--- config.mk ---
export PLATFORM = sky130hd
export DESIGN_NAME = cl_serial_drv
export DESIGN_NICKNAME = d
export VERILOG_FILES = /design/src/rtl/cl_serial_drv_pkg.sv /design/src/rtl/cl_serial_drv_shift_reg.sv /design/src/rtl/cl_serial_drv.sv
export SDC_FILE = /design/constraint.sdc
export NUM_CORES = 1
export LEC_CHECK = 0
export ABC_AREA = 1
export CORE_ASPECT_RATIO = 0.6
export CORE_MARGIN = 2
export CORE_UTILIZATION = 30
export CTS_CLUSTER_SIZE = 12
export DETAILED_ROUTE_END_ITERATION = 10
export HOLD_SLACK_MARGIN = 0.06
export PLACE_DENSITY_LB_ADDON = 0.12
export SLEW_MARGIN = 15
export SYNTH_ARGS = -nofsm -noshare
export SYNTH_HDL_FRONTEND = slang
export SYNTH_SLANG_ARGS = --single-unit
--- constraint.sdc ---
create_clock -name clk -period 1.65 [get_ports clk]
set_clock_uncertainty 0.15 [all_clocks]
set_input_delay 0.495 -clock clk [delete_from_list [all_inputs] [get_ports clk]]
set_output_delay 0.495 -clock clk [all_outputs]
set_load 0.02 [all_outputs]
--- src/rtl/cl_serial_drv_pkg.sv ---
// Shared encodings for the bit-serial driver of the 1-bit cl logic unit.
// cl_eval is the reference behaviour of cl for callers and models.
package cl_serial_drv_pkg;

  typedef enum logic [1:0] {
    S_IDLE  = 2'd0,
    S_SHIFT = 2'd1,
    S_DONE  = 2'd2
  } state_t;

  localparam logic [1:0] OP_AND  = 2'b00;
  localparam logic [1:0] OP_OR   = 2'b01;
  localparam logic [1:0] OP_XOR  = 2'b10;
  localparam logic [1:0] OP_NOTA = 2'b11;

  function automatic logic cl_eval(input logic a, input logic b, input logic [1:0] s);
    case (s)
      OP_AND:  cl_eval = a & b;
      OP_OR:   cl_eval = a | b;
      OP_XOR:  cl_eval = a ^ b;
      default: cl_eval = ~a;
    endcase
  endfunction

endpackage

--- src/rtl/cl_serial_drv_shift_reg.sv ---
// Right-shift register with parallel load and serial-in at the MSB.
// Load wins over shift; everything clears on reset.
module cl_shift_reg #(
  parameter int WIDTH = 8
) (
  input  logic             clk,
  input  logic             reset,
  input  logic             load,
  input  logic             shift,
  input  logic             sin,
  input  logic [WIDTH-1:0] load_val,
  output logic [WIDTH-1:0] q
);

  always_ff @(posedge clk) begin
    if (reset) begin
      q <= '0;
    end else if (load) begin
      q <= load_val;
    end else if (shift) begin
      q <= {sin, q[WIDTH-1:1]};
    end
  end

endmodule

--- src/rtl/cl_serial_drv.sv ---
// Feeds one operand bit pair per clock into a single cl unit, LSB first,
// and collects its output into a WIDTH-bit result.
module cl_serial_drv
  import cl_serial_drv_pkg::*;
#(
  parameter int WIDTH = 8
) (
  input  logic             clk,
  input  logic             reset,
  input  logic             start,
  input  logic [1:0]       op_in,
  input  logic [WIDTH-1:0] a_in,
  input  logic [WIDTH-1:0] b_in,
  output logic             ready,
  output logic             cl_a,
  output logic             cl_b,
  output logic [1:0]       cl_s,
  input  logic             cl_out,
  output logic [WIDTH-1:0] result,
  output logic             done
);

  localparam int CNT_W = $clog2(WIDTH);
  localparam logic [CNT_W-1:0] CNT_LAST = CNT_W'(WIDTH - 1);

  state_t           state, state_nxt;
  logic [CNT_W-1:0] cnt;
  logic [1:0]       op_r;
  logic [WIDTH-1:0] a_sh, b_sh;
  logic             accept, shift_en;
  logic             unused_bits;

  assign unused_bits = ^{a_sh[WIDTH-1:1], b_sh[WIDTH-1:1]};

  always_comb begin
    state_nxt = state;
    accept    = 1'b0;
    shift_en  = 1'b0;
    ready     = 1'b0;
    done      = 1'b0;
    cl_a      = 1'b0;
    cl_b      = 1'b0;
    case (state)
      S_IDLE: begin
        ready = 1'b1;
        if (start) begin
          accept    = 1'b1;
          state_nxt = S_SHIFT;
        end
      end
      S_SHIFT: begin
        shift_en = 1'b1;
        cl_a     = a_sh[0];
        cl_b     = b_sh[0];
        if (cnt == CNT_LAST) state_nxt = S_DONE;
      end
      S_DONE: begin
        ready = 1'b1;
        done  = 1'b1;
        // A start here is taken immediately so ops can run back-to-back.
        if (start) begin
          accept    = 1'b1;
          state_nxt = S_SHIFT;
        end else begin
          state_nxt = S_IDLE;
        end
      end
      default: state_nxt = S_IDLE;
    endcase
  end

  always_ff @(posedge clk) begin
    if (reset) begin
      state <= S_IDLE;
      cnt   <= '0;
      op_r  <= 2'b00;
    end else begin
      state <= state_nxt;
      if (accept) begin
        cnt  <= '0;
        op_r <= op_in;
      end else if (shift_en && cnt != CNT_LAST) begin
        cnt <= cnt + 1'b1;
      end
    end
  end

  assign cl_s = op_r;

  cl_shift_reg #(.WIDTH(WIDTH)) u_a_sh (
    .clk(clk), .reset(reset), .load(accept), .shift(shift_en),
    .sin(1'b0), .load_val(a_in), .q(a_sh)
  );

  cl_shift_reg #(.WIDTH(WIDTH)) u_b_sh (
    .clk(clk), .reset(reset), .load(accept), .shift(shift_en),
    .sin(1'b0), .load_val(b_in), .q(b_sh)
  );

  // The result fills from the MSB end so bit i lands in place after WIDTH shifts.
  cl_shift_reg #(.WIDTH(WIDTH)) u_result (
    .clk(clk), .reset(reset), .load(accept), .shift(shift_en),
    .sin(cl_out), .load_val({WIDTH{1'b0}}), .q(result)
  );

endmodule

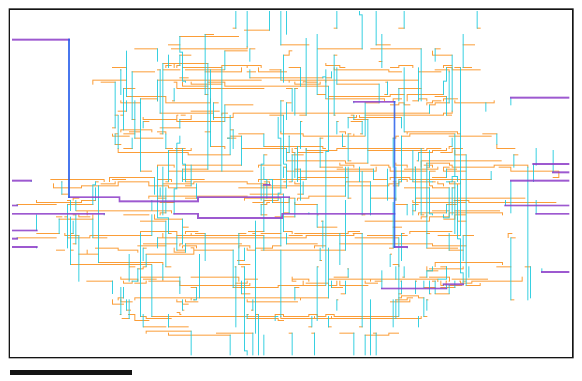
(routed metal, one colour a layer)
The bar under the picture is 20 µm long.
Key: blue = met4 [wire length 49.6 µm]; orange = met1 [wire length 1910 µm]; cyan = met2 [wire length 1290 µm]; purple = met3 [wire length 182 µm]

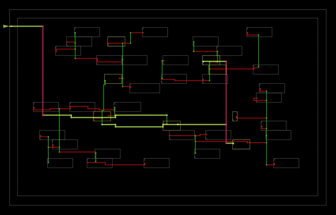
(the clock network)
clock sinks: 31
clock buffers: 8
total clock buffers created by CTS: 5

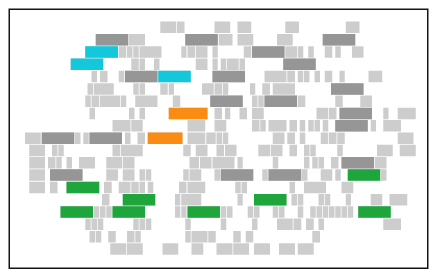
(sequential cells grouped by signal name)
Other sequential cells in the stronger grey, the rest of the logic in the fainter grey.
Key: orange = state [placed flops 2]; cyan = cnt [placed flops 3]; green = u_b_sh.q [placed flops 8]

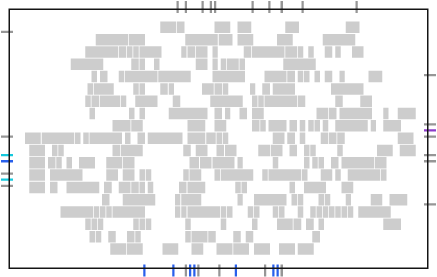
(I/O pins on the die edge)
Pins as bars across the die edge, other pins in grey.
Key: blue = b_in [pins 8, direction input, edge 7 bottom, 1 left]; cyan = cl_s [pins 2, direction output, edge left]; purple = cl_a [pins 1, direction output, edge right]
All pins by edge: 12 bottom, 10 top, 7 right, 7 left.

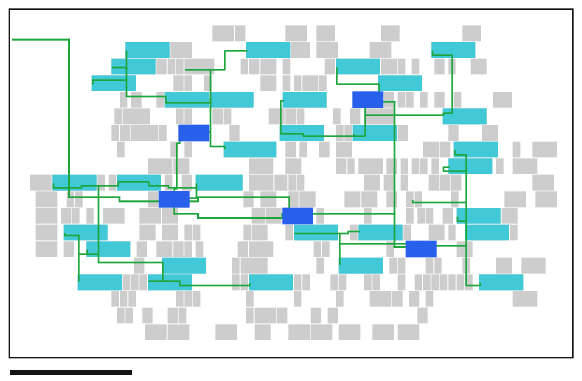
(routed clock nets over the placement)
The bar under the picture is 20 µm long.
Key: cyan = flip-flops [count 31]; green = clock wires [length 461 µm]; blue = cells driving clock nets [count 5]
There are 6 routed clock nets.

==> results.json <==
{
  "p_per_area_nw_per_um2": 871,
  "drv_slew": 0,
  "synth-warning-count": 0,
  "grt_overflow_total": 0,
  "grt_pass1_wl_mm": 5.76,
  "syn_inst": 202,
  "final_antenna_net_count": 0,
  "finish.instance_area_um2": 2090,
  "startpoint_type": "flop",
  "layoutNonFillerInstCount": 327,
  "grt_max_degree": 20,
  "worstSetupEndpointType": "output pin",
  "run_status": "finished clean",
  "final_hold_viol_count": 0,
  "vias": 1357,
  "slowest_stage": "dfxtp_2",
  "max-slew-margin-rel_pct": 81.6,
  "grt_util_all_layers_pct": 14.5,
  "warnings": 27,
  "drc_errors": 0,
  "clock_latency_ps": 280,
  "min_from": "u_result.q[0]",
  "area_delta_synth_final_pct": 49.3,
  "path_class": "flop to output pin",
  "rows": 19,
  "first_global_vias": 1242,
  "fp_nets": 226,
  "dpl_cell_area_um2": 1940,
  "r2r_start": "state[0]",
  "fillers": 465,
  "synth_area_um2": 1400,
  "period_minus_slack_ps": 1630,
  "routedWlPerCell_um": 10.5,
  "die_width_um": 92.1,
  "p_leak_uw": 0.00101,
  "dp_cells": 315,
  "drive_gt1_share_pct": 18.9
}
timing repair:
| item | CTS | global route |
|---|---|---|
| pin swaps | 1 | 1 |
| resized | 34 | 16 |
| buffers inserted | 2 | 1 |
| setup endpoints to repair | 14 | 18 |
| cloned | 0 | 1 |
kinds of logic after synthesis:
family,count (synthesis),synth area share [%]
flops,31,44.4
fa+ha+maj,2,1.79
simple gates,101,30.6
compound gates,30,11.1
buf+inv,38,12.1
report_power, final:
| part | switching (µW) | internal [µW] | leakage [µW] |
|---|---|---|---|
| logic | 178 | 156 | 0.000699 |
| clock network | 280 | 380 | 0.0000515 |
| registers | 26.2 | 797 | 0.000255 |
| total | 484 | 1330 | 0.00101 |
synthesized netlist by cell type:
library cell / count
o21ai_1: 2
nand3_1: 13
a21oi_1: 16
o21ai_0: 11
inv_4: 1
inv_2: 3
buf_6: 2
buf_4: 2
o211a_1: 1
clkbuf_1: 1
dfxtp_1: 31
inv_1: 28
nor2_4: 2
nor3_1: 2
nand2_1: 51
buf_2: 1
nand2_4: 2
ha_1: 2
nor2_1: 31
final cells by class:
type / count / area [µm²] / share of cell area (%)
repair buffers: 59 / 519 / 24.9
flip-flops and latches: 31 / 626 / 30.0
clock buffers: 8 / 100 / 4.80
inverters: 32 / 125 / 6.00
multi-input cells: 133 / 631 / 30.2
repair inverters: 1 / 7.51 / 0.360
well taps: 63 / 78.8 / 3.78
tightest hold or removal path: cells and delay by family, from the launching register on:
family / cells / cell delay, ps
AND-OR/OR-AND: 1 / 60
flip-flops: 1 / 310
AND/OR/NAND/NOR: 1 / 60
per-stage QoR:
| step | util, % | total power, µW | setup TNS, ps |
|---|---|---|---|
| detailed placement | 42.9 | 1170 | -6750 |
| finish | 46.2 | 1820 | 0 |
| CTS | 45.1 | 1820 | 0 |
| floorplan | - | 1020 | 0 |
| global route | 46.2 | 1920 | -42.5 |
| global placement | 42.9 | 1170 | -6430 |
placed cells by master (no fill, tap or decap), types with 2 or more instances in the layout:
master / n
nor2_4: 5
ha_1: 2
clkbuf_8: 7
nand2_4: 2
clkdlybuf4s15_1: 4
nand2_1: 51
clkdlybuf4s50_1: 20
nor3_1: 2
nand3_1: 13
a21oi_1: 16
inv_4: 2
inv_2: 2
dlygate4sd2_1: 5
dfxtp_1: 29
buf_4: 26
inv_1: 28
nor2_1: 28
o21ai_0: 11
buf_6: 2
o21ai_1: 2
metal layers:
metal	share of wire, %	up-vias	global-route usage [%]
li1	-	744	-
met1	56	584	20.6
met2	38	24	18.9
met3	5.3	5	5.91
met4	1.4	0	6.40
met5	0	-	0
path summary, 6_finish.rpt:
| path | endpoint | slack (ps) | cells after the start |
|---|---|---|---|
| setup / recovery | done | 20 | 3 |
| hold / removal | u_result.q[0] | 320 | 2 |
| setup reg to reg | u_a_sh.q[6] | 190 | 9 |
| hold reg to reg | u_result.q[0] | 320 | 2 |
registers in the layout (all words and copies together), names as in the netlist:
signal,count
u_result.q,8
cnt,3
u_a_sh.q,8
cl_s,2
state,2
u_b_sh.q,8
Power and IR drop assume default switching activity.
